<file path="src/rtl/mux32_arb_if.sv">
// rtl/mux32_arb_if.sv - two-requester arbiter bus bundle
interface mux32_arb_if #(parameter int WIDTH = 32);
  logic             in0_valid;
  logic [WIDTH-1:0] in0_data;
  logic             in0_ready;
  logic             in1_valid;
  logic [WIDTH-1:0] in1_data;
  logic             in1_ready;
  logic             out_valid;
  logic [WIDTH-1:0] out_data;
  logic             out_src;
  logic             out_ready;
  logic [7:0]       xfer_count;

  modport master (
    output in0_valid, in0_data, in1_valid, in1_data, out_ready,
    input  in0_ready, in1_ready, out_valid, out_data, out_src, xfer_count
  );

  modport slave (
    input  in0_valid, in0_data, in1_valid, in1_data, out_ready,
    output in0_ready, in1_ready, out_valid, out_data, out_src, xfer_count
  );
endinterface

</file>
<file path="src/rtl/mux32_arb.sv">
// rtl/mux32_arb.sv - round-robin 2:1 arbiter with a one-word registered output slot
module mux32_arb #(
  parameter int WIDTH = 32
) (
  input  logic         clk,
  input  logic         rst_n,
  mux32_arb_if.slave   bus
);
  typedef enum logic {IDLE = 1'b0, HOLD = 1'b1} state_t;

  state_t           r_state;
  logic             r_last;
  logic [WIDTH-1:0] r_data;
  logic             r_src;
  logic [7:0]       r_count;

  logic             w_slot_free;
  logic             w_gnt0;
  logic             w_gnt1;
  logic [WIDTH-1:0] w_mux_data;

  // Gating with rst_n keeps both readies low for the whole reset pulse.
  assign w_slot_free = rst_n && ((r_state == IDLE) || bus.out_ready);
  assign w_gnt0      = w_slot_free && bus.in0_valid && (!bus.in1_valid || r_last);
  assign w_gnt1      = w_slot_free && bus.in1_valid && (!bus.in0_valid || !r_last);
  assign w_mux_data  = w_gnt1 ? bus.in1_data : bus.in0_data;

  always_ff @(posedge clk or negedge rst_n) begin
    if (!rst_n) begin
      r_state <= IDLE;
      r_last  <= 1'b1;
      r_data  <= '0;
      r_src   <= 1'b0;
      r_count <= 8'd0;
    end else begin
      case (r_state)
        IDLE: begin
          if (w_gnt0 || w_gnt1) begin
            r_state <= HOLD;
            r_data  <= w_mux_data;
            r_src   <= w_gnt1;
            r_last  <= w_gnt1;
            r_count <= r_count + 8'd1;
          end
        end
        HOLD: begin
          if (w_gnt0 || w_gnt1) begin
            r_data  <= w_mux_data;
            r_src   <= w_gnt1;
            r_last  <= w_gnt1;
            r_count <= r_count + 8'd1;
          end else if (bus.out_ready) begin
            r_state <= IDLE;
          end
        end
        default: r_state <= IDLE;
      endcase
    end
  end

  assign bus.in0_ready  = w_gnt0;
  assign bus.in1_ready  = w_gnt1;
  assign bus.out_valid  = (r_state == HOLD);
  assign bus.out_data   = r_data;
  assign bus.out_src    = r_src;
  assign bus.xfer_count = r_count;
endmodule

</file>
<file path="src/flat_wrapper.sv">
// flat-port wrapper written by rule: the top's interface ports become plain ports
module mux32_arb_flat 
#(
  parameter int WIDTH = 32
)
  (clk, rst_n, bus_in0_valid, bus_in0_data, bus_in1_valid, bus_in1_data, bus_out_ready, bus_in0_ready, bus_in1_ready, bus_out_valid, bus_out_data, bus_out_src, bus_xfer_count);
  mux32_arb_if #(.WIDTH(WIDTH)) bus_i ();
  input  logic clk;
  input  logic rst_n;
  input wire logic [$bits(bus_i.in0_valid)-1:0] bus_in0_valid;
  input wire logic [$bits(bus_i.in0_data)-1:0] bus_in0_data;
  input wire logic [$bits(bus_i.in1_valid)-1:0] bus_in1_valid;
  input wire logic [$bits(bus_i.in1_data)-1:0] bus_in1_data;
  input wire logic [$bits(bus_i.out_ready)-1:0] bus_out_ready;
  output wire logic [$bits(bus_i.in0_ready)-1:0] bus_in0_ready;
  output wire logic [$bits(bus_i.in1_ready)-1:0] bus_in1_ready;
  output wire logic [$bits(bus_i.out_valid)-1:0] bus_out_valid;
  output wire logic [$bits(bus_i.out_data)-1:0] bus_out_data;
  output wire logic [$bits(bus_i.out_src)-1:0] bus_out_src;
  output wire logic [$bits(bus_i.xfer_count)-1:0] bus_xfer_count;
  assign bus_i.in0_valid = bus_in0_valid;
  assign bus_i.in0_data = bus_in0_data;
  assign bus_i.in1_valid = bus_in1_valid;
  assign bus_i.in1_data = bus_in1_data;
  assign bus_i.out_ready = bus_out_ready;
  assign bus_in0_ready = bus_i.in0_ready;
  assign bus_in1_ready = bus_i.in1_ready;
  assign bus_out_valid = bus_i.out_valid;
  assign bus_out_data = bus_i.out_data;
  assign bus_out_src = bus_i.out_src;
  assign bus_xfer_count = bus_i.xfer_count;
  mux32_arb #(.WIDTH(WIDTH)) u_core (.clk(clk), .rst_n(rst_n), .bus(bus_i));
endmodule
</file>
<file path="config.mk">
export PLATFORM = sky130hd
export DESIGN_NAME = mux32_arb_flat
export DESIGN_NICKNAME = d
export VERILOG_FILES = /design/src/rtl/mux32_arb_if.sv /design/src/rtl/mux32_arb.sv /design/src/flat_wrapper.sv
export SDC_FILE = /design/constraint.sdc
export NUM_CORES = 1
export LEC_CHECK = 0
export CAP_MARGIN = 20
export CORE_MARGIN = 2
export CORE_UTILIZATION = 43
export CTS_CLUSTER_SIZE = 40
export DETAILED_ROUTE_END_ITERATION = 12
export MAX_ROUTING_LAYER = met4
export PLACE_DENSITY_LB_ADDON = 0.1
export SYNTH_ARGS = -nofsm -noshare
export SYNTH_HDL_FRONTEND = slang
export SYNTH_SLANG_ARGS = --single-unit
</file>
<file path="constraint.sdc">
create_clock -name clk -period 3.3 [get_ports clk]
set_input_delay 0.66 -clock clk [delete_from_list [all_inputs] [get_ports clk]]
set_output_delay 0.66 -clock clk [all_outputs]
set_load 0.01 [all_outputs]
</file>
**Run 1: clock wiring as the flow saved it**

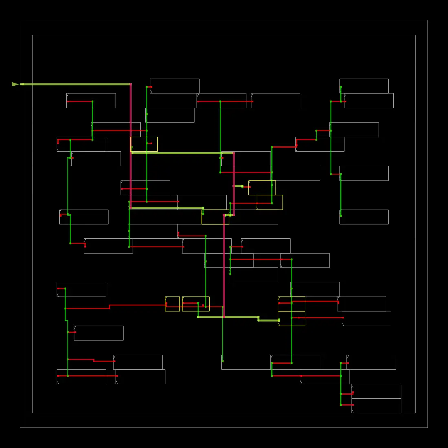
TritonCTS Buffers: 5
Clock Skew: 0.00169 ns
clock buf count: 7

**Run 1: signal wires by layer**

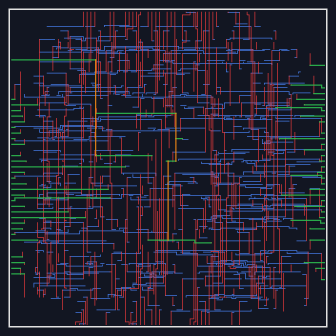
legend:
  green:
    layer: metal 3
    wire_length: 364 um
  blue:
    layer: metal 1
    wire_length: 2420 um
  orange:
    layer: metal 4
    wire_length: 53.7 um
  red:
    layer: metal 2
    wire_length: 2680 um

**Run 1: I/O nets highlighted**

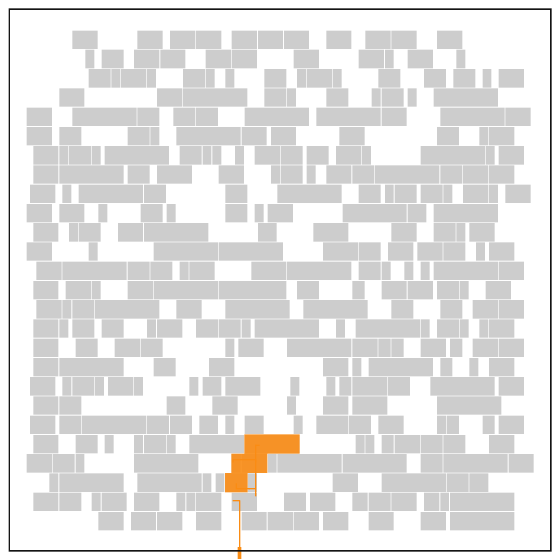
legend:
  orange:
    port: `bus_in0_valid`
    bits: 1
    direction: input
    end_cells: 4
    wire: 22.5 um
Top-Level Pins: 113
# port buffers: 112

**Run 1: clock network drawn from the DEF**

Bar = 20 um.
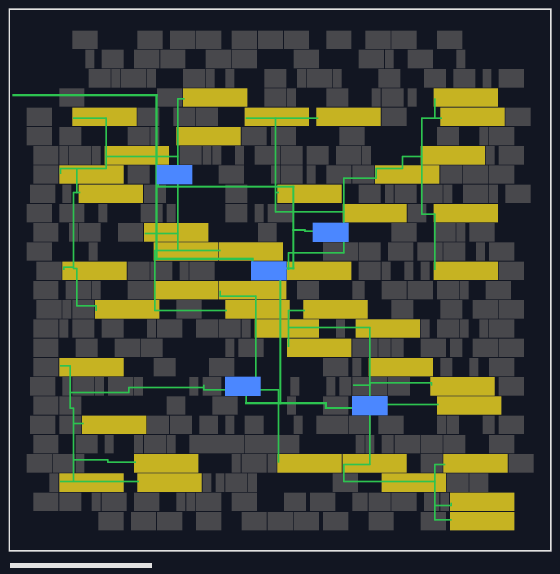
legend:
  blue:
    item: clock drivers
    count: 5
  yellow:
    item: flip-flops
    count: 43
  green:
    item: clock wires
    length: 536 um
routed clock nets: 6
flops lie: all over the die
Clk pwr share: 20.7%
Clk power: 0.368 mW
clk_lat worst skew: 0.29 ns

[run 1: state kept, by name, indices dropped and copies added (netlist names)]
| name | count |
|---|---|
| u_core.bus.out_data | 32 |
| u_core.bus.xfer_count | 8 |
| u_core.bus.out_src | 1 |
| u_core.bus.out_valid | 1 |
| u_core.r_last | 1 |
[run 1: final timing paths]
kind | start | end | slack (ns) | cells past startpoint
max in group asynchronous | rst_n | u_core.bus.out_data[20] | 2.25 | 2
min in group clk | u_core.bus.out_src | u_core.bus.out_src | 0.48 | 2
worst min-delay path | rst_n | u_core.bus.out_valid | 0.31 | 1
worst max-delay path | bus_in1_valid | bus_in0_ready | 0.48 | 5
worst max register to register | u_core.bus.out_valid | u_core.bus.out_data[8] | 1.64 | 6
worst min register to register | u_core.bus.out_src | u_core.bus.out_src | 0.48 | 2
==> impl_metrics.toml, run 1 <==
# physical design summary
[finish]
comb_share_pct = 29.4
bufAreaShareNonClock_pct = 33.5
stdcell_count = 402
comb_cells = 160
top_area_cell_class = "non-clock buffers"
n_fill_cell = 438
layout.nets = 401
drive_gt1_share_pct = 24.1
area_delta_synth_final_pct = 54.2
flop-count = 43
final-comb-area_um2 = 1020
mostFrequentLayoutCell = "clkdlybuf4s50_1"
regArea_um2 = 1080
antenna_cells = 0
final_util_pct = 68.3
nonClockInverterCount = 3
fin_area_um2 = 3460
seq_share_pct = 31.1
mostFrequentLayoutCells = "clkdlybuf4s50_1, a21oi_2, nand2_1, dfrtp_1, nor2_1"
area_share_clock_buf_inv_pct = 3.00
nNonClkBuffers = 118

[grt]
antenna_found_initial = 0
busiest_layer = "met2"
globalRouteMet2Util_pct = 33.4
grt.met1_usage_pct = 25.9
first_global_vias = 1893
use_met3_pct = 6.04
grt_max_degree = 38
grt_first_pass_wirelength_mm = 9.43
overflow = 0
grt_use_total_pct = 20.7

[yosys]
synthMuxAreaShare_pct = 0
compound_area_share_pct = 25.7
xor_share_pct = 2.73
synth.avg_cell_area_um2 = 10.3
common_cells = "a21oi_2, nand2_1, dfrtp_1"
syn_inst = 219
adder_share_pct = 0.557
synth.largest_area_cell = "dfrtp_1"
synth.distinct_cells = 23
yosysCellCount = 219
top_cells_by_area = "dfrtp_1, a21oi_2, nand2_1"
yosysWarnings = 0
top_cell = "a21oi_2"
synth-edff-count = 0
synth_nets = 289
ys_seq_share_pct = 47.9
netlist_logic_family_top = "AND-OR/OR-AND gates"
synth-simple-area-share_pct = 16.3
yosys.area.top_type_share_pct = 46.8
ys_async_sr_fraction_pct = 100
syn-cell-area_um2 = 2250
flop_cell = "dfrtp_1"
ys_area_um2 = 2250
ys_ff = 43

[cts]
htreeDepth = 2
clk_pin_slew_ns = 0.08
cts.sinks = 43
cts_resized = 0
tritoncts = "built"
post_cts_buffers = 0
ctsRootBufferMaster = "clkbuf_8"
clk_path_buf_depth = 2
cts_hold_buffers = 0

[floorplanning]
std_cell_rows = 26
die_w_um = 76.3
n_tap_cell = 70
fp.dieH_um = 76.3
fp_util_pct = 44.3
dieArea_um2 = 5820
fp.coreArea_um2 = 5070

[power_and_ir_drop]
power.switching_mw = 0.562
power_density_nw_per_um2 = 513
pg_comb_mw = 0.668
p_leak_nw = 1.41
p_int_mw = 1.21
p_total_mw = 1.78
p_sw_share_pct = 31.7
power_frac_seq_pct = 41.7
pwr-share-comb_pct = 37.6
pg_seq_mw = 0.740
max-vdd-ir-drop_uv = 286
power_leader = "sequential cells"

[worst_setup_path]
worst_setup_path_end_kind = "primary output"
crit_path_max_incr_delay_ns = 0.61
cp_cell_sequence = "clkdlybuf4s50_1 -> inv_1 -> o2111ai_1 -> inv_1 -> clkdlybuf4s50_1"
crit_buf_inv = 4
crit_slowest_cell = "clkdlybuf4s50_1"
critPathMaxFanout = 4
cp.arrival_ns = 2.16
crit_type = "input port to primary output"
worst_ep_required_time_ns = 2.64
start_kind = "input port"
critPathTopFamily = "buffers and inverters"

[job]
tool_warnings = 26
maxCapViolations = 0

[detailed_routing]
top_layer_used = "met4"
dr_wl_met2_mm = 2.68
drt_iter0_drc = 61
drtPass1Iterations = 3
routedWlPerCell_um = 13.7
m1WireLength_mm = 2.42
ant_nets = 0
drc_errors = 0
wl_mm = 5.52
vias = 1915
viasPerCell = 4.76
wl_met3_um = 363

[sta]
max_slew_margin_pct = 64.7
worst_pin_slew_ns = 0.529
hold_violations = 0
maxSlewViolCount = 0
tns_ns = 0
fmax_ghz = 0.355
period_minus_slack_ns = 2.82
hold_ws_ns = 0.315
rsz0062_at_grt = "false"
fin_ws_ns = 0.483
finalClockPeriodUsage_pct = 85.4
setup_violations = 0

[placement]
dpl_cell_area_um2 = 3360
place_congestion = 0.808
dpl.hpwl_mm = 3.92
dp_cells = 394
dp_slack_ns = 0.481

[hold_path]
hp-class = "input port to async pin"

[outcome]
status = "finished, final reports clean"
## Run 2: what changed since run 1
- CORE_ASPECT_RATIO: default -> 0.7
- PLACE_DENSITY: default -> 0.83
- PLACE_DENSITY_LB_ADDON: 0.1 -> default
==> impl_metrics.toml, run 2 <==
# physical design summary
[sta]
finalClockPeriodUsage_pct = 85.9
fin_ws_ns = 0.467
hold_ws_ns = 0.424
rsz0062_at_grt = "false"
period_minus_slack_ns = 2.83
fmax_ghz = 0.353
worst_pin_slew_ns = 0.758
setup_violations = 0

[power_and_ir_drop]
pg_comb_mw = 0.676
max-vdd-ir-drop_uv = 284
pg_seq_mw = 0.741
power_density_nw_per_um2 = 503
p_int_mw = 1.17
p_sw_share_pct = 32.5
p_leak_nw = 1.41
power_leader = "sequential cells"
pwr-share-comb_pct = 38.8

[cts]
cts_buffers = 5
clkLatencyLatePin_ns = 0.29
cts_resized = 0
ctsRootBufferMaster = "clkbuf_8"
cts_hold_buffers = 0
clk_path_buf_depth = 2
clk_pin_slew_ns = 0.08
post_cts_buffers = 0

[detailed_routing]
drtPass1Iterations = 4
routedWlPerCell_um = 14.8
ant_nets = 0
vias = 1986

[finish]
area_delta_synth_final_pct = 54.2
largest_register_ffs = 32
layout.nets = 402
mostFrequentLayoutCells = "clkdlybuf4s50_1, a21oi_2, nand2_1, dfrtp_1, nor2_1"
fin_area_um2 = 3460
n_fill_cell = 400
final_util_pct = 70.5
stdcell_count = 402
mostFrequentLayoutCell = "clkdlybuf4s50_1"
drive_gt1_share_pct = 24.0
antenna_cells = 0

[worst_setup_path]
crit_end = "bus_in0_ready"
cp.arrival_ns = 2.17
r2r_end = "u_core.bus.xfer_count[6]"
cp-startpoint = "bus_in1_valid"
r2r-start = "u_core.bus.out_valid"
worst_setup_path_end_kind = "primary output"
crit_buf_inv = 4
reg2reg_depth = 4
crit_path_max_incr_delay_ns = 0.62
r2r_setup_slack_ns = 1.58
cp_cell_sequence = "clkdlybuf4s50_1 -> inv_1 -> o2111ai_1 -> inv_1 -> clkdlybuf4s50_1"
worst_ep_required_time_ns = 2.64
crit_type = "input port to primary output"
critPathTopFamily = "buffers and inverters"
critPathMaxFanout = 4

[placement]
dp_slack_ns = 0.458
numPortBuffers = 112
dp_cells = 394
place_congestion = 0.817
dpl.hpwl_mm = 4.34

[yosys]
common_cells = "a21oi_2, nand2_1, dfrtp_1"
top_cell = "a21oi_2"
ys_area_um2 = 2250
yosysWarnings = 0
synth.distinct_cells = 23
synth-edff-count = 0
syn_inst = 219
top_cells_by_area = "dfrtp_1, a21oi_2, nand2_1"
synth.largest_area_cell = "dfrtp_1"
synth_nets = 289
syn-cell-area_um2 = 2250
ys_seq_share_pct = 47.9

[floorplanning]
fp.dieH_um = 64.5
pin_count = 113
fp_util_pct = 45.7
dieArea_um2 = 5830

[grt]
grt_use_total_pct = 21.4
first_global_vias = 1994
grt_first_pass_wirelength_mm = 9.60
overflow = 0

[job]
tool_warnings = 26
maxCapViolations = 0

[outcome]
status = "finished, final reports clean"

[hold_path]
hp-class = "input port to async pin"
-- run 2: final cells by class --
cell class | instances | area (um^2) | share of cell area [%]
multi-input cells | 160 | 1020 | 29.4
flip-flops and latches | 43 | 1080 | 31.1
well taps | 69 | 86.3 | 2.49
inverters | 3 | 16.3 | 0.469
repair buffers | 119 | 1180 | 34.1
clock buffers | 6 | 72.6 | 2.09
clock inverters | 2 | 12.5 | 0.361
-- run 2: per-layer routing --
metal	up-vias	track usage, %	routed length, um
met1	957	28.0	2870
li1	951	-	-
met3	2	6.63	445
met5	-	-	0
met2	76	33.5	2600
met4	0	4.04	25
-- run 2: cells by family after synthesis --
logic type,synth area share (%)
simple gates,16.3
compound gates,25.7
flops,47.9
buf+inv,6.74
xor+xnor,2.73
fa+ha+maj,0.557
**Run 2: clock wiring as the flow saved it**

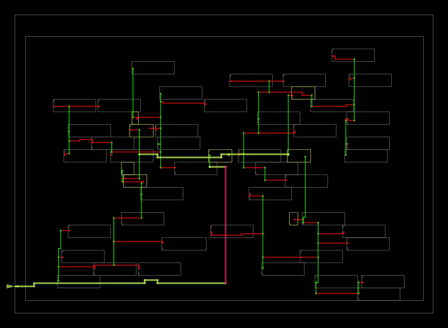
sequential cell count: 43
clock buf count: 6

**Run 2: clock network drawn from the DEF**

Bar = 20 um.
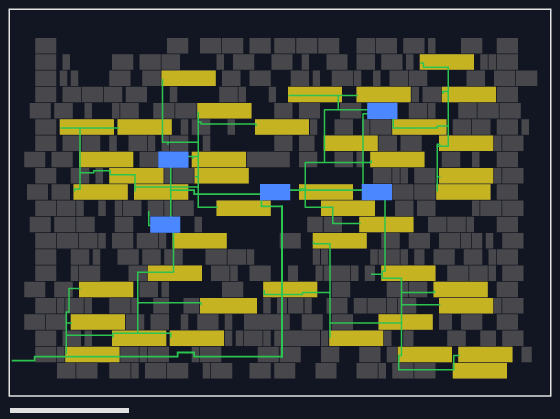
legend:
  green:
    item: clock wires
    length: 523 um
  yellow:
    item: flip-flops
    count: 43
  blue:
    item: clock drivers
    count: 5
flops lie: all over the die
Clk power: 0.324 mW
Clk pwr share: 18.6%
Clock Skew: 0.00626 ns

**Run 2: I/O nets highlighted**

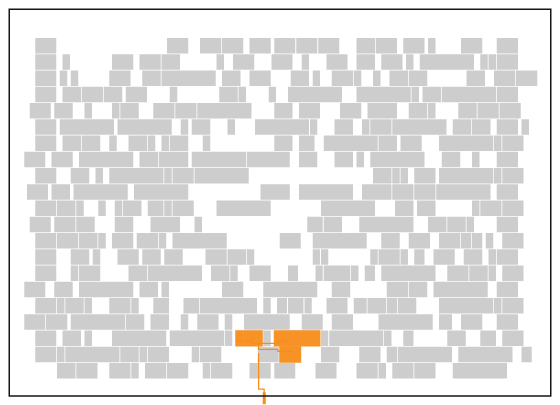
legend:
  orange:
    port: `bus_in0_valid`
    bits: 1
    direction: input
    end_cells: 4
    wire: 24.8 um

Power and IR drop assume default switching activity.
